$ cat config.mk
export PLATFORM = sky130hd
export DESIGN_NAME = seq_detector_param
export DESIGN_NICKNAME = d
export VERILOG_FILES = /design/src/rtl/seq_det_pkg.sv /design/src/rtl/sat_counter.sv /design/src/rtl/seq_detector_param.sv
export SDC_FILE = /design/constraint.sdc
export NUM_CORES = 1
export LEC_CHECK = 0
export ABC_AREA = 1
export CAP_MARGIN = 5
export CORE_MARGIN = 1.5
export CORE_UTILIZATION = 54
export CTS_CLUSTER_SIZE = 10
export DETAILED_ROUTE_END_ITERATION = 8
export PLACE_DENSITY = 0.9
export SYNTH_ARGS = -nofsm -noshare
export SYNTH_HDL_FRONTEND = slang
export SYNTH_SLANG_ARGS = --single-unit
$ cat constraint.sdc
create_clock -name clk -period 2.18 [get_ports clk]
set_input_delay 0.436 -clock clk [delete_from_list [all_inputs] [get_ports clk]]
set_output_delay 0.436 -clock clk [all_outputs]
set_load 0.005 [all_outputs]
$ cat src/rtl/seq_det_pkg.sv
// Shared encodings for the parametrised serial sequence detector:
// fill-level states and the overlap mode constants.
package seq_det_pkg;

    typedef enum logic [1:0] {
        EMPTY   = 2'd0,
        FILLING = 2'd1,
        ARMED   = 2'd2
    } state_t;

    localparam logic MODE_NONOVL = 1'b0;
    localparam logic MODE_OVL    = 1'b1;

endpackage

$ cat src/rtl/sat_counter.sv
// Width-parametrised saturating up-counter with synchronous reset and clear.
// Clear wins over increment; the count holds at all-ones instead of wrapping.
module sat_counter #(
    parameter int W = 8
) (
    input  logic         clk,
    input  logic         rst,
    input  logic         clr,
    input  logic         inc,
    output logic [W-1:0] cnt
);

    always_ff @(posedge clk) begin
        if (rst || clr) begin
            cnt <= '0;
        end else if (inc && (cnt != '1)) begin
            cnt <= cnt + 1'b1;
        end
    end

endmodule

$ cat src/rtl/seq_detector_param.sv
// Serial N-bit pattern detector with loadable pattern, selectable overlap mode,
// registered match pulse, saturating match counter and an armed flag.
module seq_detector_param
    import seq_det_pkg::*;
#(
    parameter int N     = 3,
    parameter int CNT_W = 8
) (
    input  logic             clk,
    input  logic             rst,
    input  logic             din,
    input  logic             din_valid,
    input  logic [N-1:0]     pattern,
    input  logic             load,
    input  logic             overlap_en,
    output logic             match,
    output logic [CNT_W-1:0] match_cnt,
    output logic             armed,
    output state_t           state
);

    localparam int            FW   = $clog2(N + 1);
    localparam logic [FW-1:0] FULL = FW'(N);

    logic [N-1:0]  pat_q;
    logic          mode_q;
    logic [N-1:0]  hist_q, hist_d, shifted;
    logic [FW-1:0] fill_q, fill_d, fill_inc;
    state_t        state_q, state_d;
    logic          match_q, hit;
    logic          armed_q;

    assign shifted  = {hist_q[N-2:0], din};
    assign fill_inc = (fill_q == FULL) ? FULL : fill_q + 1'b1;

    // Next-state: load clears progress; a valid bit shifts in and may complete a match.
    always_comb begin
        hist_d  = hist_q;
        fill_d  = fill_q;
        state_d = state_q;
        hit     = 1'b0;
        if (load) begin
            hist_d  = '0;
            fill_d  = '0;
            state_d = EMPTY;
        end else if (din_valid) begin
            hist_d = shifted;
            hit    = (fill_inc == FULL) && (shifted == pat_q);
            fill_d = (hit && (mode_q == MODE_NONOVL)) ? '0 : fill_inc;
            if (fill_d == '0) begin
                state_d = EMPTY;
            end else if (fill_d == FULL) begin
                state_d = ARMED;
            end else begin
                state_d = FILLING;
            end
        end
    end

    always_ff @(posedge clk) begin
        if (rst) begin
            pat_q   <= '0;
            mode_q  <= MODE_OVL;
            hist_q  <= '0;
            fill_q  <= '0;
            state_q <= EMPTY;
            match_q <= 1'b0;
            armed_q <= 1'b0;
        end else begin
            if (load) begin
                pat_q  <= pattern;
                mode_q <= overlap_en;
            end
            hist_q  <= hist_d;
            fill_q  <= fill_d;
            state_q <= state_d;
            match_q <= hit;
            armed_q <= (fill_d == FULL);
        end
    end

    sat_counter #(.W(CNT_W)) u_cnt (
        .clk (clk),
        .rst (rst),
        .clr (load),
        .inc (hit),
        .cnt (match_cnt)
    );

    assign match = match_q;
    assign armed = armed_q;
    assign state = state_q;

endmodule

==> flow_summary.rst, run 1 <==
Flow metrics
------------

.. list-table::
   :header-rows: 1

   * - Metric
     - Value
   * - Slack of the worst reg-to-reg path
     - around 0.63 ns
   * - Post-layout nets
     - approximately 190
   * - Clock H-tree levels
     - 1
   * - Fin crit share
     - 82.01%
   * - Port bufs
     - 20
   * - Status
     - finished clean
   * - Avg Cell Area, Syn
     - 6.882 um^2
   * - Vertical die dimension
     - 47.87 um
   * - Count of clock buffers in the final design
     - 3
   * - Most frequently placed logic cells in the final layout
     - 50 x sky130_fd_sc_hd__nand2_1, 20 x sky130_fd_sc_hd__dfxtp_1, 20 x sky130_fd_sc_hd__clkdlybuf4s50_1, 19 x sky130_fd_sc_hd__inv_1, 16 x sky130_fd_sc_hd__a21oi_1
   * - Maximum number of pins on one net before global-route repair
     - 11
   * - Largest class
     - logic gates
   * - Rel. slew slack
     - 75.44%
   * - Worst setup path endpoint
     - state[0]$_SDFFE_PP0P_
   * - Switching part of the total power
     - between 20% and 30%
   * - Sequential portion of the cell area
     - 29.80%
   * - Setup Buffers After CTS
     - 0
   * - Area leader share
     - 36.82%
   * - Flop and latch count out of synthesis
     - 20
   * - Number of global-route vias before repair
     - 991
   * - Post-Synthesis Net Count
     - 169
   * - Highest clock frequency the design can meet
     - 559.4 MHz
   * - Signal buffers
     - 20
   * - Total number of vias
     - 1063
   * - Combinational Area
     - 590.6 um^2
   * - Number of enable-type register cells in the synthesized netlist
     - 0
   * - TritonCTS clock tree
     - built
   * - TritonCTS Sinks
     - 20
   * - Antenna cell count
     - 0
   * - Clock power share
     - 27.6%
   * - Number of cells on the worst hold path
     - 2
   * - Yosys stat cell total
     - 158
   * - Power per standard cell area
     - 481.1 nW/um^2
   * - Vias per cell
     - between 5 and 6
   * - Final cell count without fillers
     - 208
   * - Horizontal extent of the die
     - 47.87 um
-- run 1: logic make-up (layout without fill, tap and decap cells) --
kind of cell / count (synthesis) / after routing / synth area share [%]
AND-OR/OR-AND: 25 / 25 / 11.51
buffers and inverters: 25 / 48 / 8.861
AND/OR/NAND/NOR: 85 / 85 / 39.70
XOR/XNOR: 1 / 1 / 0.8057
flip-flops: 20 / 20 / 36.82
adder cells (fa/ha/maj): 2 / 2 / 2.301
-- run 1: stage by stage --
| stage | utilization [%] | setup slack [ns] | instance area [um^2] | hold WS [ns] |
|---|---|---|---|---|
| final | 69.92 | 0.3923 | 1344 | 0.4689 |
| after global routing | 69.92 | 0.2689 | 1344 | 0.5021 |
| after CTS | 69.92 | 0.4040 | 1344 | 0.4718 |
| after detailed placement | 68.75 | 0.07844 | 1321 | 0.4515 |
| after global placement | 68.75 | 0.1643 | 1321 | 0.4467 |
| after floorplan | - | 0.7536 | 1087 | 0.4200 |
-- run 1: critical path, delay by kind of cell --
| family | cells | cell delay, ns |
|---|---|---|
| compound gates | 1 | 0.15 |
| fa+ha+maj | 1 | 0.26 |
| buf+inv | 3 | 0.61 |
| simple gates | 6 | 0.57 |
-- run 1: power by group through the flow --
stage	clock [uW]	sequential, uW	combinational (uW)
after CTS	176	382	87.1
after global routing	194	383	98.6
after floorplan	0	388	51.9
final	178	382	86.5
after detailed placement	0	390	87.2
after global placement	0	389	82.9
-- run 1: layer usage --
| layer | share of wire (%) | global-route usage, % | up-vias | routed length (um) |
|---|---|---|---|---|
| li1 | - | - | 548 | - |
| met1 | 42 | 28.54 | 491 | 1029 |
| met2 | 53 | 46.40 | 19 | 1287 |
| met3 | 3.3 | 3.396 | 5 | 81 |
| met4 | 1.6 | 11.89 | 0 | 38 |
| met5 | 0 | 0 | - | 0 |
**Run 1: gate families picked out**

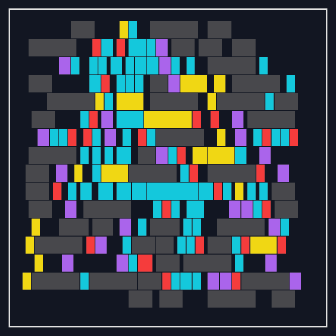
- cyan: NAND gates (cells 67)
- purple: inverting AOI/OAI gates (cells 25; where spread over the die)
- yellow: NOR gates (cells 18)
- red: inverters (cells 25)

**Run 1: clock network drawn from the DEF**

Scale bar: 10 um.
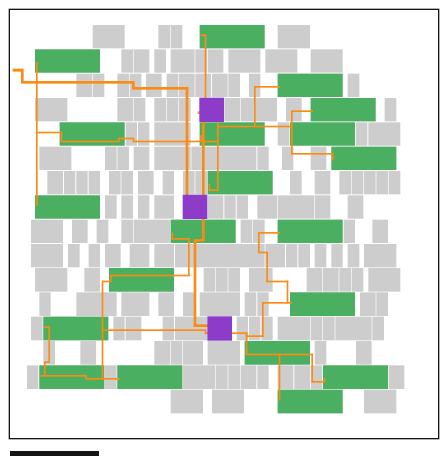
- purple: cells driving clock nets (count 3)
- orange: clock wires (length 256 um)
- green: flip-flops (count 20)
- flops lie: spread over the die

**Run 1: sequential cells grouped by signal name**

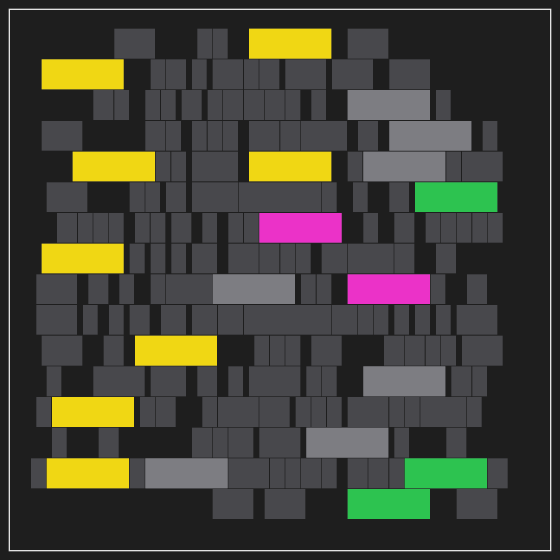
- magenta: `fill_q` (placed flops 2)
- yellow: `u_cnt.cnt` (placed flops 8)
- green: `pat_q` (placed flops 3)

**Run 1: placed cells, one colour a class**

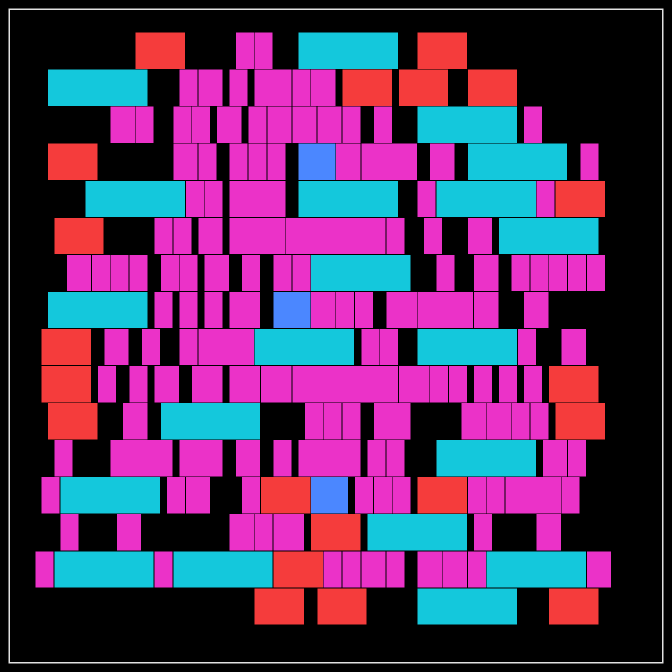
- red: other buffers and delay cells (cells 20; share of their area 15%)
- cyan: flip-flops (cells 20; share of their area 31%)
- magenta: all other logic (cells 138; share of their area 52%)
- blue: cells driving clock nets (cells 3; share of their area 1.7%)

**Run 1: clock nets**

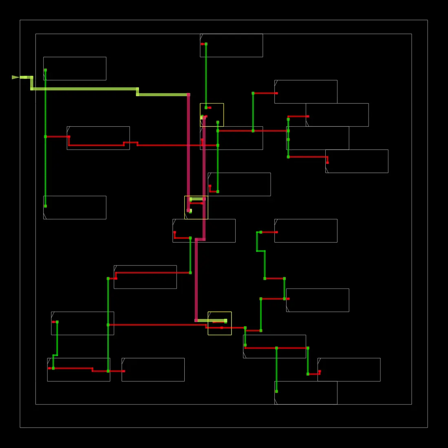

==> run 1 -> run 2 <==
--- a/config.mk
+++ b/config.mk
@@ -8,10 +8,10 @@
 export ABC_AREA = 1
 export CAP_MARGIN = 5
 export CORE_MARGIN = 1.5
-export CORE_UTILIZATION = 54
+export CORE_UTILIZATION = 45
 export CTS_CLUSTER_SIZE = 10
 export DETAILED_ROUTE_END_ITERATION = 8
-export PLACE_DENSITY = 0.9
+export PLACE_DENSITY = 0.81
 export SYNTH_ARGS = -nofsm -noshare
 export SYNTH_HDL_FRONTEND = slang
 export SYNTH_SLANG_ARGS = --single-unit
==> constraint.sdc (replaced) <==
create_clock -name clk -period 1.5 [get_ports clk]
set_input_delay 0.3 -clock clk [delete_from_list [all_inputs] [get_ports clk]]
set_output_delay 0.3 -clock clk [all_outputs]
set_load 0.005 [all_outputs]
**Run 2: clock nets**

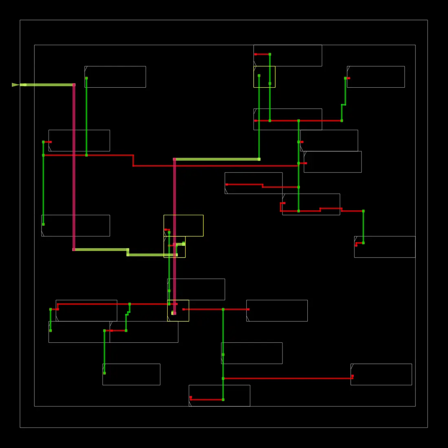
Clock Latency Late Sink: 0.32 ns
skew final: 0.01087 ns
count of clock buffers in the final design: 4

**Run 2: clock network drawn from the DEF**

Scale bar: 20 um.
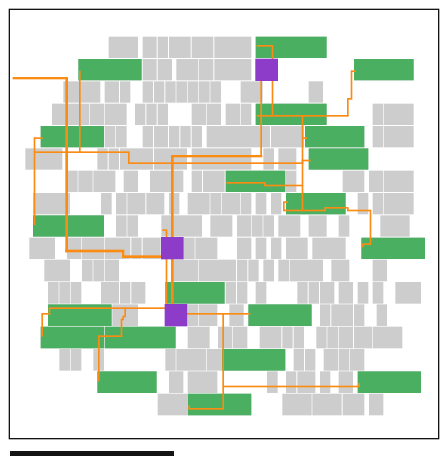
clock power share: 31.9%
power consumed by the clock network: 329 uW

**Run 2: gate families picked out**

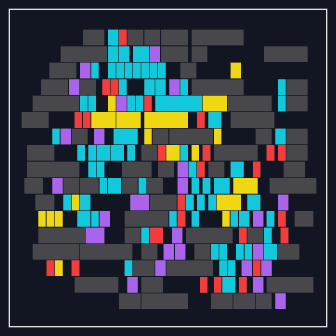
- yellow: NOR gates (cells 18)
- cyan: NAND gates (cells 67)
- red: inverters (cells 25)
- purple: inverting AOI/OAI gates (cells 25)

==> flow_summary.rst, run 2 <==
Flow metrics
------------

.. list-table::
   :header-rows: 1

   * - Metric
     - Value
   * - Avg WL per Cell
     - 12.01 um
   * - Actual slew at the worst max-slew pin
     - roughly 0.23 ns
   * - Area of all placed cells without fillers
     - 1531 um^2
   * - Number of buffers and inverters on the critical path
     - 1
   * - Launch point of the worst path
     - state[0]$_SDFFE_PP0P_
   * - Synthesis-to-finish area growth
     - 40.85%
   * - Hold Crit Class
     - flop to flop
   * - Fraction of the core area covered by cells at the end of the flow
     - roughly two thirds
   * - Final Hold Viols
     - 0
   * - Die outline area
     - 2720 um^2
   * - Slack of the worst reg-to-reg path
     - 0.08 ns
   * - Flop and latch count out of synthesis
     - 20
   * - Avg Cell Area, Syn
     - around 7 um^2
   * - Number of cells on the worst hold path
     - 2
   * - Placed instance area
     - 1398 um^2
   * - Fin crit share
     - 97.22%
   * - Number of enable-type register cells in the synthesized netlist
     - 0
   * - Yosys warning total
     - 0
   * - Horizontal extent of the die
     - 52.16 um
   * - Aggregate global routing overflow
     - 0
   * - Number of global-route vias before repair
     - about 1100
   * - Clock root buffer
     - sky130_fd_sc_hd__clkbuf_4
   * - Clock-pin slew on the worst setup and hold paths
     - 0.11 ns
   * - Highest net fanout along the worst path
     - 2
   * - Area leader share
     - 36.82%
   * - Post-Synthesis Net Count
     - 169
   * - Fraction of layout instances using a drive strength above 1
     - 29.29%
   * - Final GP Congestion
     - between 0.8 and 0.9
   * - Total Routing Usage GR
     - a little over a fifth
   * - Vertical die dimension
     - 52.16 um
   * - Total number of vias
     - about 1100
   * - Vias per cell
     - 5.027
   * - Cell count along the critical path
     - 1
   * - Post-layout nets
     - 210
   * - Maximum number of pins on one net before global-route repair
     - 12
   * - Critical Setup Path Class
     - flop to output port
   * - Yosys stat cell total
     - 158
   * - Clock H-tree levels
     - 1
   * - Status
     - finished clean
   * - Top cell type by total area after synthesis
     - sky130_fd_sc_hd__dfxtp_1
   * - Most used logic cell in the final layout
     - sky130_fd_sc_hd__nand2_1
   * - Top cell family by delay on the critical path
     - buffers and inverters
   * - Worst R2R Path Depth
     - 7
   * - Total Power Consumption
     - a little over 1000 uW
   * - Critical Path Max Stage Delay
     - 0.50 ns
   * - Worst hold start
     - state[1]$_SDFFE_PP0P_
   * - Highest clock frequency the design can meet
     - approximately 700 MHz
   * - Rel. slew slack
     - 84.55%
   * - Final cell count without fillers
     - 226
   * - Post-synthesis sequential area ratio
     - 36.82%
   * - Antenna cell count
     - 0
   * - Power per standard cell area
     - 673.7 nW/um^2
   * - Worst setup path endpoint
     - state[0]
   * - Most frequently placed logic cells in the final layout
     - 46 x sky130_fd_sc_hd__nand2_1, 17 x sky130_fd_sc_hd__inv_1, 16 x sky130_fd_sc_hd__buf_4, 15 x sky130_fd_sc_hd__a21oi_1, 12 x sky130_fd_sc_hd__clkdlybuf4s50_1
   * - Cell Area, Synth
     - 1087 um^2
   * - TritonCTS clock tree
     - built
   * - Port bufs
     - 20
   * - CP max-delay cell
     - sky130_fd_sc_hd__clkdlybuf4s50_1
   * - Critical R2R Capture
     - u_cnt.cnt[1]$_SDFFE_PP0P_
   * - TritonCTS Sinks
     - 20
   * - Max-capacitance violation count
     - 0
[run 2: cell type report]
class,count,area [um^2]
clock buffer,4,36.28
fill,200,723.2
inverter,25,96.34
multi-input combinational,113,608.1
sequential,20,426.7
tap,28,35.03
timing repair buffer,36,329.1
[run 2: cells by family (layout without fill, tap and decap cells)]
family / after synthesis / count (layout) / share of synthesized area (%)
AND/OR/NAND/NOR: 85 / 85 / 39.70
AND-OR/OR-AND: 25 / 25 / 11.51
buffers and inverters: 25 / 65 / 8.861
flip-flops: 20 / 20 / 36.82
adder cells (fa/ha/maj): 2 / 2 / 2.301
XOR/XNOR: 1 / 1 / 0.8057
[run 2: timing repair]
item / in CTS / in global routing
setup endpoints to repair: 9 / 8
buffers inserted: 6 / 0
endpoints found under the hold margin: 0 / 0
resized: 15 / 18
pin swaps: 0 / 2
[run 2: metal layers]
metal  global-route usage, %  vias to the layer above  part of all wire, %  wire length, um
met2                   39.45                       27                   51             1389
met3                   3.448                        7                  3.5               96
met5                       0                        -                    0                0
li1                        -                      577                    -                -
met1                   24.25                      525                   43             1173
met4                   10.68                        0                  2.1               56
[run 2: where the power goes]
group          total (uW)  leakage, uW  switching [uW]  internal [uW]
sequential            550     0.000170            10.0            540
combinational         153     0.000581            82.0           70.7
clock                 329    0.0000210             181            149
[run 2: per-stage QoR]
| step | hold WS [ns] | setup WS (ns) |
|---|---|---|
| after floorplan | 0.3724 | 0.1628 |
| after global placement | 0.4560 | -0.3063 |
| after detailed placement | 0.4648 | -0.3548 |
| after CTS | 0.4817 | 0.01666 |
| after global routing | 0.4894 | -0.03343 |
| final | 0.4691 | 0.04175 |
Power and IR drop assume default switching activity.
